Figure 1. Clock wires, drivers and flops (run 1).
Bar = 20 µm.
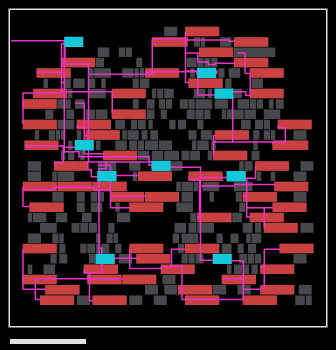
Figure 2. Placement by cell class (run 1).
Fill, decap, tap and diode cells in grey.
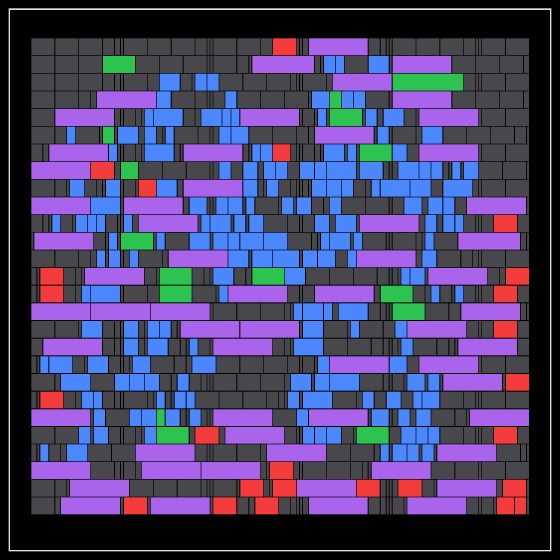
Figure 3. Clock routing (run 1).
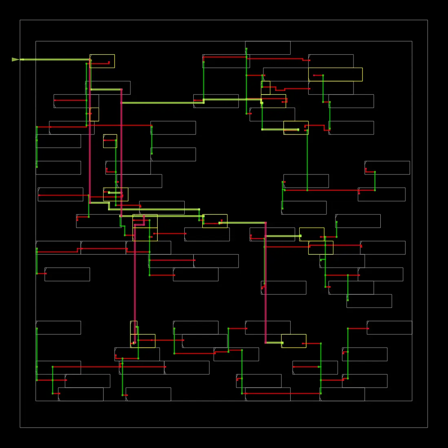
==> src/rtl/video_scaler_nx.sv <==
// VGA raster generator with independent integer down-scaling per axis (logical pixel coords + strobes).
// Optional VIDEO_SCALER_LOOKAHEAD_EN: hpos/vpos/pix_stb/line_stb lead the other outputs by one clock.
module video_scaler_nx #(
    parameter int H_DISPLAY = 640,
    parameter int H_FRONT   = 16,
    parameter int H_SYNC    = 96,
    parameter int H_BACK    = 48,
    parameter int V_DISPLAY = 480,
    parameter int V_FRONT   = 10,
    parameter int V_SYNC    = 2,
    parameter int V_BACK    = 33,
    parameter int SYNC_NEG  = 1,
    parameter int HSCALE    = 4,
    parameter int VSCALE    = 4,
    localparam int H_LOG    = (H_DISPLAY + HSCALE - 1) / HSCALE,
    localparam int V_LOG    = (V_DISPLAY + VSCALE - 1) / VSCALE,
    localparam int HW       = (H_LOG > 1) ? $clog2(H_LOG) : 1,
    localparam int VW       = (V_LOG > 1) ? $clog2(V_LOG) : 1
) (
    input  logic          clk,
    input  logic          reset_n,
    output logic          hsync,
    output logic          vsync,
    output logic          display_on,
    output logic [HW-1:0] hpos,
    output logic [VW-1:0] vpos,
    output logic          pix_stb,
    output logic          line_stb,
    output logic          frame_stb
);
    localparam int H_TOTAL = H_DISPLAY + H_FRONT + H_SYNC + H_BACK;
    localparam int V_TOTAL = V_DISPLAY + V_FRONT + V_SYNC + V_BACK;
    // One spare bit so the sync end boundary is representable even with a zero back porch
    localparam int HCW = $clog2(H_TOTAL + 1);
    localparam int VCW = $clog2(V_TOTAL + 1);
    localparam int HSW = (HSCALE > 1) ? $clog2(HSCALE) : 1;
    localparam int VSW = (VSCALE > 1) ? $clog2(VSCALE) : 1;

    localparam logic [HCW-1:0] H_LAST    = HCW'(H_TOTAL - 1);
    localparam logic [VCW-1:0] V_LAST    = VCW'(V_TOTAL - 1);
    localparam logic [HCW-1:0] H_DISP_C  = HCW'(H_DISPLAY);
    localparam logic [VCW-1:0] V_DISP_C  = VCW'(V_DISPLAY);
    localparam logic [HCW-1:0] HS_BEG    = HCW'(H_DISPLAY + H_FRONT);
    localparam logic [HCW-1:0] HS_END    = HCW'(H_DISPLAY + H_FRONT + H_SYNC);
    localparam logic [VCW-1:0] VS_BEG    = VCW'(V_DISPLAY + V_FRONT);
    localparam logic [VCW-1:0] VS_END    = VCW'(V_DISPLAY + V_FRONT + V_SYNC);
    localparam logic [HSW-1:0] HSUB_LAST = HSW'(HSCALE - 1);
    localparam logic [VSW-1:0] VSUB_LAST = VSW'(VSCALE - 1);
    localparam logic [HW-1:0]  HPOS_LAST = HW'(H_LOG - 1);
    localparam logic [VW-1:0]  VPOS_LAST = VW'(V_LOG - 1);
    localparam logic           SYNC_INACT = (SYNC_NEG != 0);

    logic [HCW-1:0] r_hcnt, w_hcnt_nxt, w_f_hcnt;
    logic [VCW-1:0] r_vcnt, w_vcnt_nxt, w_f_vcnt;
    logic [HSW-1:0] r_hsub, w_hsub_nxt, w_f_hsub;
    logic [VSW-1:0] r_vsub, w_vsub_nxt, w_f_vsub;
    logic [HW-1:0]  r_hpos, w_hpos_nxt, w_f_hpos;
    logic [VW-1:0]  r_vpos, w_vpos_nxt, w_f_vpos;
    logic           w_line_end, w_frame_end;
    logic           w_de, w_hs_act, w_vs_act, w_ps, w_ls, w_fs;

    always_comb begin
        w_line_end  = (r_hcnt == H_LAST);
        w_frame_end = w_line_end && (r_vcnt == V_LAST);

        w_hcnt_nxt = w_line_end ? '0 : r_hcnt + HCW'(1);
        w_vcnt_nxt = r_vcnt;
        if (w_frame_end)
            w_vcnt_nxt = '0;
        else if (w_line_end)
            w_vcnt_nxt = r_vcnt + VCW'(1);

        // Positions saturate at the last logical index so truncated edge pixels/rows never overflow
        w_hsub_nxt = r_hsub;
        w_hpos_nxt = r_hpos;
        if (w_line_end) begin
            w_hsub_nxt = '0;
            w_hpos_nxt = '0;
        end else if (r_hcnt < H_DISP_C) begin
            if (r_hsub == HSUB_LAST) begin
                w_hsub_nxt = '0;
                if (r_hpos != HPOS_LAST)
                    w_hpos_nxt = r_hpos + HW'(1);
            end else begin
                w_hsub_nxt = r_hsub + HSW'(1);
            end
        end

        w_vsub_nxt = r_vsub;
        w_vpos_nxt = r_vpos;
        if (w_frame_end) begin
            w_vsub_nxt = '0;
            w_vpos_nxt = '0;
        end else if (w_line_end && (r_vcnt < V_DISP_C)) begin
            if (r_vsub == VSUB_LAST) begin
                w_vsub_nxt = '0;
                if (r_vpos != VPOS_LAST)
                    w_vpos_nxt = r_vpos + VW'(1);
            end else begin
                w_vsub_nxt = r_vsub + VSW'(1);
            end
        end
    end

`ifdef VIDEO_SCALER_LOOKAHEAD_EN
    assign w_f_hcnt = w_hcnt_nxt;
    assign w_f_vcnt = w_vcnt_nxt;
    assign w_f_hsub = w_hsub_nxt;
    assign w_f_vsub = w_vsub_nxt;
    assign w_f_hpos = w_hpos_nxt;
    assign w_f_vpos = w_vpos_nxt;
`else
    assign w_f_hcnt = r_hcnt;
    assign w_f_vcnt = r_vcnt;
    assign w_f_hsub = r_hsub;
    assign w_f_vsub = r_vsub;
    assign w_f_hpos = r_hpos;
    assign w_f_vpos = r_vpos;
`endif

    always_comb begin
        w_de     = (r_hcnt < H_DISP_C) && (r_vcnt < V_DISP_C);
        w_hs_act = (r_hcnt >= HS_BEG) && (r_hcnt < HS_END);
        w_vs_act = (r_vcnt >= VS_BEG) && (r_vcnt < VS_END);
        w_fs     = (r_hcnt == '0) && (r_vcnt == '0);
        w_ps     = (w_f_hcnt < H_DISP_C) && (w_f_vcnt < V_DISP_C) && (w_f_hsub == '0);
        w_ls     = (w_f_hcnt == '0) && (w_f_vcnt < V_DISP_C) && (w_f_vsub == '0);
    end

    always_ff @(posedge clk or negedge reset_n) begin
        if (!reset_n) begin
            r_hcnt <= '0;
            r_vcnt <= '0;
            r_hsub <= '0;
            r_vsub <= '0;
            r_hpos <= '0;
            r_vpos <= '0;
        end else begin
            r_hcnt <= w_hcnt_nxt;
            r_vcnt <= w_vcnt_nxt;
            r_hsub <= w_hsub_nxt;
            r_vsub <= w_vsub_nxt;
            r_hpos <= w_hpos_nxt;
            r_vpos <= w_vpos_nxt;
        end
    end

    always_ff @(posedge clk or negedge reset_n) begin
        if (!reset_n) begin
            hsync      <= SYNC_INACT;
            vsync      <= SYNC_INACT;
            display_on <= 1'b0;
            hpos       <= '0;
            vpos       <= '0;
            pix_stb    <= 1'b0;
            line_stb   <= 1'b0;
            frame_stb  <= 1'b0;
        end else begin
            hsync      <= w_hs_act ^ SYNC_INACT;
            vsync      <= w_vs_act ^ SYNC_INACT;
            display_on <= w_de;
            hpos       <= w_f_hpos;
            vpos       <= w_f_vpos;
            pix_stb    <= w_ps;
            line_stb   <= w_ls;
            frame_stb  <= w_fs;
        end
    end

endmodule

==> config.mk <==
export PLATFORM = sky130hd
export DESIGN_NAME = video_scaler_nx
export DESIGN_NICKNAME = d
export VERILOG_FILES = /design/src/rtl/video_scaler_nx.sv
export SDC_FILE = /design/constraint.sdc
export NUM_CORES = 1
export LEC_CHECK = 0
export CAP_MARGIN = 0
export CORE_MARGIN = 3
export CORE_UTILIZATION = 45
export CTS_CLUSTER_SIZE = 30
export DETAILED_ROUTE_END_ITERATION = 7
export HOLD_SLACK_MARGIN = 0.05
export SLEW_MARGIN = 25
export SYNTH_ARGS = -nofsm -noshare
export SYNTH_HDL_FRONTEND = slang
export SYNTH_SLANG_ARGS = --single-unit
==> constraint.sdc <==
create_clock -name clk -period 3 [get_ports clk]
set_input_delay 0.3 -clock clk [delete_from_list [all_inputs] [get_ports clk]]
set_output_delay 0.3 -clock clk [all_outputs]
set_load 0.03 [all_outputs]
==> reports/qor.yml, run 1 <==
fin_util: 0.562
cap_violations: 0
drc: 0
dr_wl_met2_mm: 2.31
status: "finished, final reports clean"
finalHoldViolCount: 0
clk_latency_ns: 0.34
drt-initial-drc-count: 122
vias: 1948
cts_tree: "done"
crit_type: "reg -> reg"
reg2reg_to: "r_vpos[3]"
syn_area_per_cell_um2: 10.7
fin_tns_setup_ns: 0
cts-resized-gates: 0
top_cell: "dfrtp_1"
warnings: 31
critPathCapture: "r_vpos[3]"
crit_fanout: 12
drtAntennaViolNets: 0
wl_per_cell_um: 14.5
endpoint_kind: "register"
num-fill-cells: 510
io_pins: 23
place_area_um2: 2970
post-dp-hpwl_mm: 3.42
synth_top_area_share: 0.541
max-vdd-ir-drop_mv: 0.286
hold_class: "in -> async"
fin_crit_sh: 0.784
fp_util: 0.475
fmax_ghz: 0.425
p_leak_nw: 1.39
critPathLaunch: "r_hcnt[0]"
htreeDepth: 3
startpoint_type: "register"
r2r_slack_ns: 0.65
viasPerCell: 5.49
async_reset_ff_frac: 1.00
cts.clk_slew.worst_paths_ns: 0.07
core_area_um2: 5640
cts.path.max_buffers: 2
synthCells: 250
min_period_ns: 2.35
fin_skew_ns: 0.00604
grt_pass1_vias: 1896
synth-seq-cells: 60
die_h_um: 83.2
top_layer_used: "met4"
synth-edff-count: 0
worstPathRequired_ns: 3.26
tightest_slew_ns: 0.801
worstPathArrival_ns: 2.61
clock-root-buffer: "clkbuf_8"
drt-pass1-iter-count: 4
grt_use_total: 0.166
postSynthSeqShare: 0.561
netlist-cell-type-count: 41
yosysWarnings: 0
common_cells: "dfrtp_1, nor2_1, nand3_1"
yosys_cells: 250
grt_overflow: 0
yosys_area_um2: 2680
maxSlewHeadroom: 0.461
drive_gt1_frac: 0.0919
met3_length_um: 184
synthFlopType: "dfrtp_1"
grt_antenna_before_repair: 0
hold_buffers: 0
drt_wl_total_mm: 5.17
worst_r2r_path_depth: 5
syn2layout_area_growth_pct: 18.3
io_buffers: 22
r2r_start: "r_hcnt[0]"
rsz0062_at_grt: "no"
slew_viol_final: 0
power_density_nw_per_um2: 492
grt_max_degree: 61
topCellsByArea: "dfrtp_1, ha_1, nand3_1"
setup_viol: 0
grt_pass1_wl_mm: 9.30
antenna_cells: 0
fp_nets: 263
synth_area_um2: 2680
die_area_um2: 6920
place_congestion: 0.841
yosys.area.top_type: "dfrtp_1"
Notes on Figure 1 above:
[flip-flops] red | count: 60
[clock drivers] cyan | count: 9
[clock wires] magenta | length: 816 µm
routed clock nets: 10
flops lie: widely spread

Notes on Figure 2 above:
[combinational and other logic] blue | cells: 182 | share of their area: 37%
[clock drivers and dummy loads] green | cells: 16 | share of their area: 6.6%
[remaining buffers and delay cells] red | cells: 25 | share of their area: 7.7%
[sequential cells] purple | cells: 60 | share of their area: 49%
post-route cell area: 3170 µm²
flop share of the area: 0.474
Rows: 27

Notes on Figure 3 above:
clk sinks: 60
flop count: 60
clock buf count: 12
CTS buffer count: 9
Clk. pwr: 0.735 mW

[run 1: layout by cell type, fill, tap and decap left out, types with 3 or more instances in the layout]
master,instances
nand3_1,19
nor3_1,6
a21oi_1,12
and4_1,4
buf_4,3
nand2_1,11
inv_1,10
nand4b_1,3
clkbuf_8,11
nor4_1,6
xor2_1,8
ha_1,11
or4_1,3
dfrtp_1,58
clkdlybuf4s50_1,21
xnor2_1,6
and2_1,3
or3_1,6
nand4_1,8
o21ai_0,15
nor2_1,22
and3_1,5
[run 1: flip-flops by register name, summed over array words and instances, names as in the netlist]
signal	flops
hpos	8
r_vsub	2
vpos	7
display_on	1
r_vcnt	10
vsync	1
r_hcnt	10
line_stb	1
pix_stb	1
hsync	1
frame_stb	1
r_vpos	7
r_hsub	2
r_hpos	8
[run 1: worst min path at each step]
stage | slack, ns | cells past startpoint | to
detailed placement | 0.40 | 0 | vpos[6]
CTS | 0.13 | 2 | vpos[6]
floorplan | 0.004 | 0 | display_on
finish | 0.11 | 2 | vpos[6]
global placement | 0.40 | 0 | vpos[6]
global route | 0.18 | 2 | r_vpos[6]
[run 1: cell families (layout without fill, tap and decap cells)]
family                   count (synthesis)  count (layout)  synth area share
flip-flops                              60              60             0.561
AND-OR/OR-AND                           37              37            0.0788
multiplexers                             2               2           0.00746
AND/OR/NAND/NOR                        108             108             0.227
buffers and inverters                   18              51            0.0289
XOR/XNOR                                14              14            0.0457
adder cells (fa/ha/maj)                 11              11            0.0513
[run 1: where the power goes]
group	leakage (nW)	total, mW	switching, mW	internal (mW)
logic	0.507	0.0161	0.0148	0.00130
clock network	0.102	0.735	0.309	0.426
registers	0.782	0.809	0	0.809
total	1.39	1.56	0.324	1.24
[run 1: cell type report]
class                      count  area (µm²)  share of cell area
sequential                    60        1500               0.474
clock buffer                  12         155              0.0489
inverter                      10        37.5              0.0118
clock inverter                 4        47.5              0.0150
tap                           72        90.1              0.0284
multi-input combinational    172        1100               0.347
timing repair buffer          25         238              0.0749
[run 1: stage by stage]
step / instances / worst slack [ns] / total power, mW
after global routing: 355 / 0.487 / 1.62
after CTS: 355 / 0.646 / 1.58
after floorplan: 250 / 0.792 / 0.824
after global placement: 339 / 0.692 / 0.842
final: 355 / 0.648 / 1.56
after detailed placement: 339 / 0.665 / 0.842
[run 1: worst max-delay path, cell delays in order, from the launching register on]
cell and delay (ns):
dfrtp_1 0.41, ha_1 0.26, nand3_1 0.26, or4_4 0.68
or4_1 0.52, a21oi_1 0.15
[run 1: routing by layer]
metal / up-vias / global-route usage
met3: 13 / 0.0387
li1: 954 / -
met5: - / 0
met4: 0 / 0.0921
met2: 32 / 0.241
met1: 949 / 0.229
Figure 4. Sequential cells coloured by netlist name (run 1).
Bar = 20 µm. Other sequential cells in the stronger grey, the rest of the logic in the fainter grey.
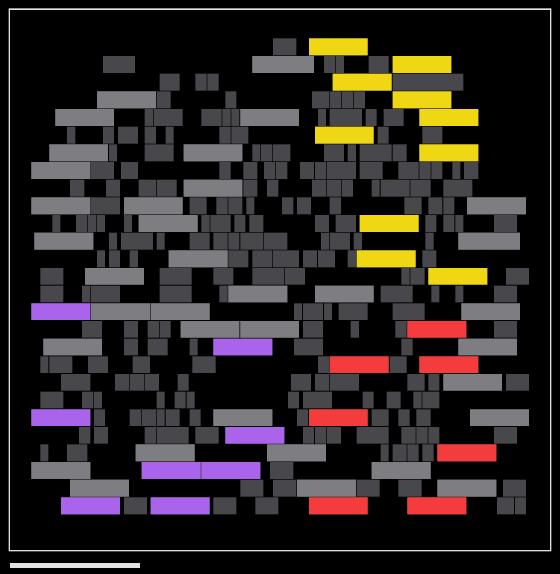

==> run 2, diff against run 1 <==
- clock period: 3 -> 2.3 ns (I/O delays scaled with it)
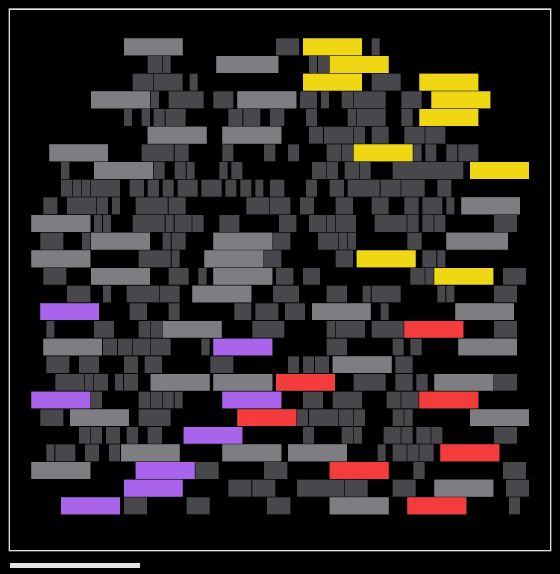
Figure 5: run 2, sequential cells coloured by netlist name.
Bar = 20 µm. Other sequential cells in the stronger grey, the rest of the logic in the fainter grey.
[r_vpos] red | placed flops: 7 | where: bottom right
[hpos] purple | placed flops: 8
[r_vcnt] yellow | placed flops: 10 | where: top right

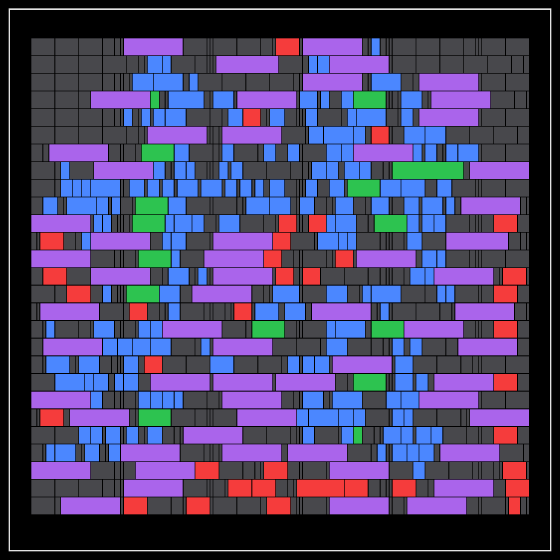
Figure 6: run 2, placement by cell class.
Fill, decap, tap and diode cells in grey.
[remaining buffers and delay cells] red | cells: 36 | share of their area: 11%
[combinational and other logic] blue | cells: 182 | share of their area: 36%
[clock drivers and dummy loads] green | cells: 15 | share of their area: 6.4%
[sequential cells] purple | cells: 60 | share of their area: 47%

==> run 2 against run 1 <==
Effect of this change: first-iteration DRC count down 29%; non-clock buffer count increased by 11; largest cell class unchanged; sequential share of layout area decreased by 1.4 points; critical path depth is the same.
==> reports/qor.yml, run 2 <==
hold_depth: 0
clk_latency_ns: 0.32
antenna_cells: 0
postSynthSeqShare: 0.561
yosys.area.top_type: "dfrtp_1"
crit_fanout: 12
die_h_um: 83.2
viasPerCell: 5.36
common_cells: "dfrtp_1, nor2_1, nand3_1"
topCellsByArea: "dfrtp_1, ha_1, nand3_1"
wl_per_cell_um: 14.1
drive_gt1_frac: 0.119
yosys_area_um2: 2680
drt-pass1-iter-count: 4
syn2layout_area_growth_pct: 22.0
ys_sh_adder: 0.0513
netlist-cell-type-count: 41
cap_violations: 0
async_reset_ff_frac: 1.00
num_rows: 27
ys_sh_aoi: 0.0788
drtAntennaViolNets: 0
endpoint_kind: "register"
synth_area_um2: 2680
r2r_slack_ns: 0.17
clock-root-buffer: "clkbuf_8"
io_buffers: 22
cts_tree: "done"
worstPathRequired_ns: 2.55
ys_sh_simple: 0.227
worst_slack_ns: 0.168
fmax_ghz: 0.469
finalHoldViolCount: 0
min_period_ns: 2.13
most-common-layout-cells: "dfrtp_1, nor2_1, clkdlybuf4s50_1, nand3_1, o21ai_0"
status: "finished, final reports clean"
-- run 2: cell counts after synthesis --
No cell type changed its count.
-- run 2: metal layers --
layer	vias up	wire (µm)	global-route usage
met5	-	0	0
met4	0	100	0.0862
met3	10	155	0.0357
met2	26	2390	0.248
met1	942	2500	0.230
li1	979	-	-
-- run 2: cell families after synthesis --
family                   count (synthesis)
adder cells (fa/ha/maj)                 11
multiplexers                             2
flip-flops                              60
AND-OR/OR-AND                           37
buffers and inverters                   18
AND/OR/NAND/NOR                        108
XOR/XNOR                                14
-- run 2: worst max-delay path by stage --
| stage | start | to | slack [ns] | cells after the start |
|---|---|---|---|---|
| finish | r_hcnt[0] | r_vpos[5] | 0.17 | 5 |
| global route | r_hcnt[0] | r_vpos[3] | 0.002 | 5 |
| CTS | r_hcnt[5] | r_vpos[5] | 0.08 | 4 |
| detailed placement | r_hcnt[5] | r_vpos[3] | 0.09 | 4 |
| global placement | r_hcnt[5] | r_vpos[3] | 0.12 | 4 |
| floorplan | r_hcnt[5] | r_vpos[3] | 0.09 | 5 |
-- run 2: layout make-up --
cell class                 instances  share of cell area
tap                               72              0.0275
multi-input combinational        172               0.337
inverter                          10              0.0115
clock buffer                      14              0.0528
clock inverter                     1             0.00917
sequential                        60               0.459
timing repair buffer              36               0.102
-- run 2: stage by stage --
step | power, mW | utilization | instances
global placement | 1.10 | 0.542 | 349
detailed placement | 1.10 | 0.542 | 349
finish | 2.04 | 0.580 | 365
CTS | 2.07 | 0.580 | 365
floorplan | 1.08 | - | 250
global route | 2.13 | 0.580 | 365
-- run 2: timing repair --
item                       4_1_cts  5_1_grt
setup endpoints to repair        0        1
gates resized                    0        1
hold buffers                     1        0
hold endpoints to repair        24        0
-- run 2: critical path: stages (launching register included) --
cell and delay [ns]:
dfrtp_1 0.41, ha_2 0.23, nand3_1 0.12, or4_4 0.63, or4_1 0.52, a21oi_1 0.15
-- run 2: report_power, final --
part	internal [mW]	switching, mW	total, mW	leakage, nW
sequential	1.06	0	1.06	0.782
combinational	0.00512	0.0202	0.0253	0.563
clock	0.585	0.374	0.959	0.103
Power figures rest on the tool's default switching activity, not on a simulated workload.
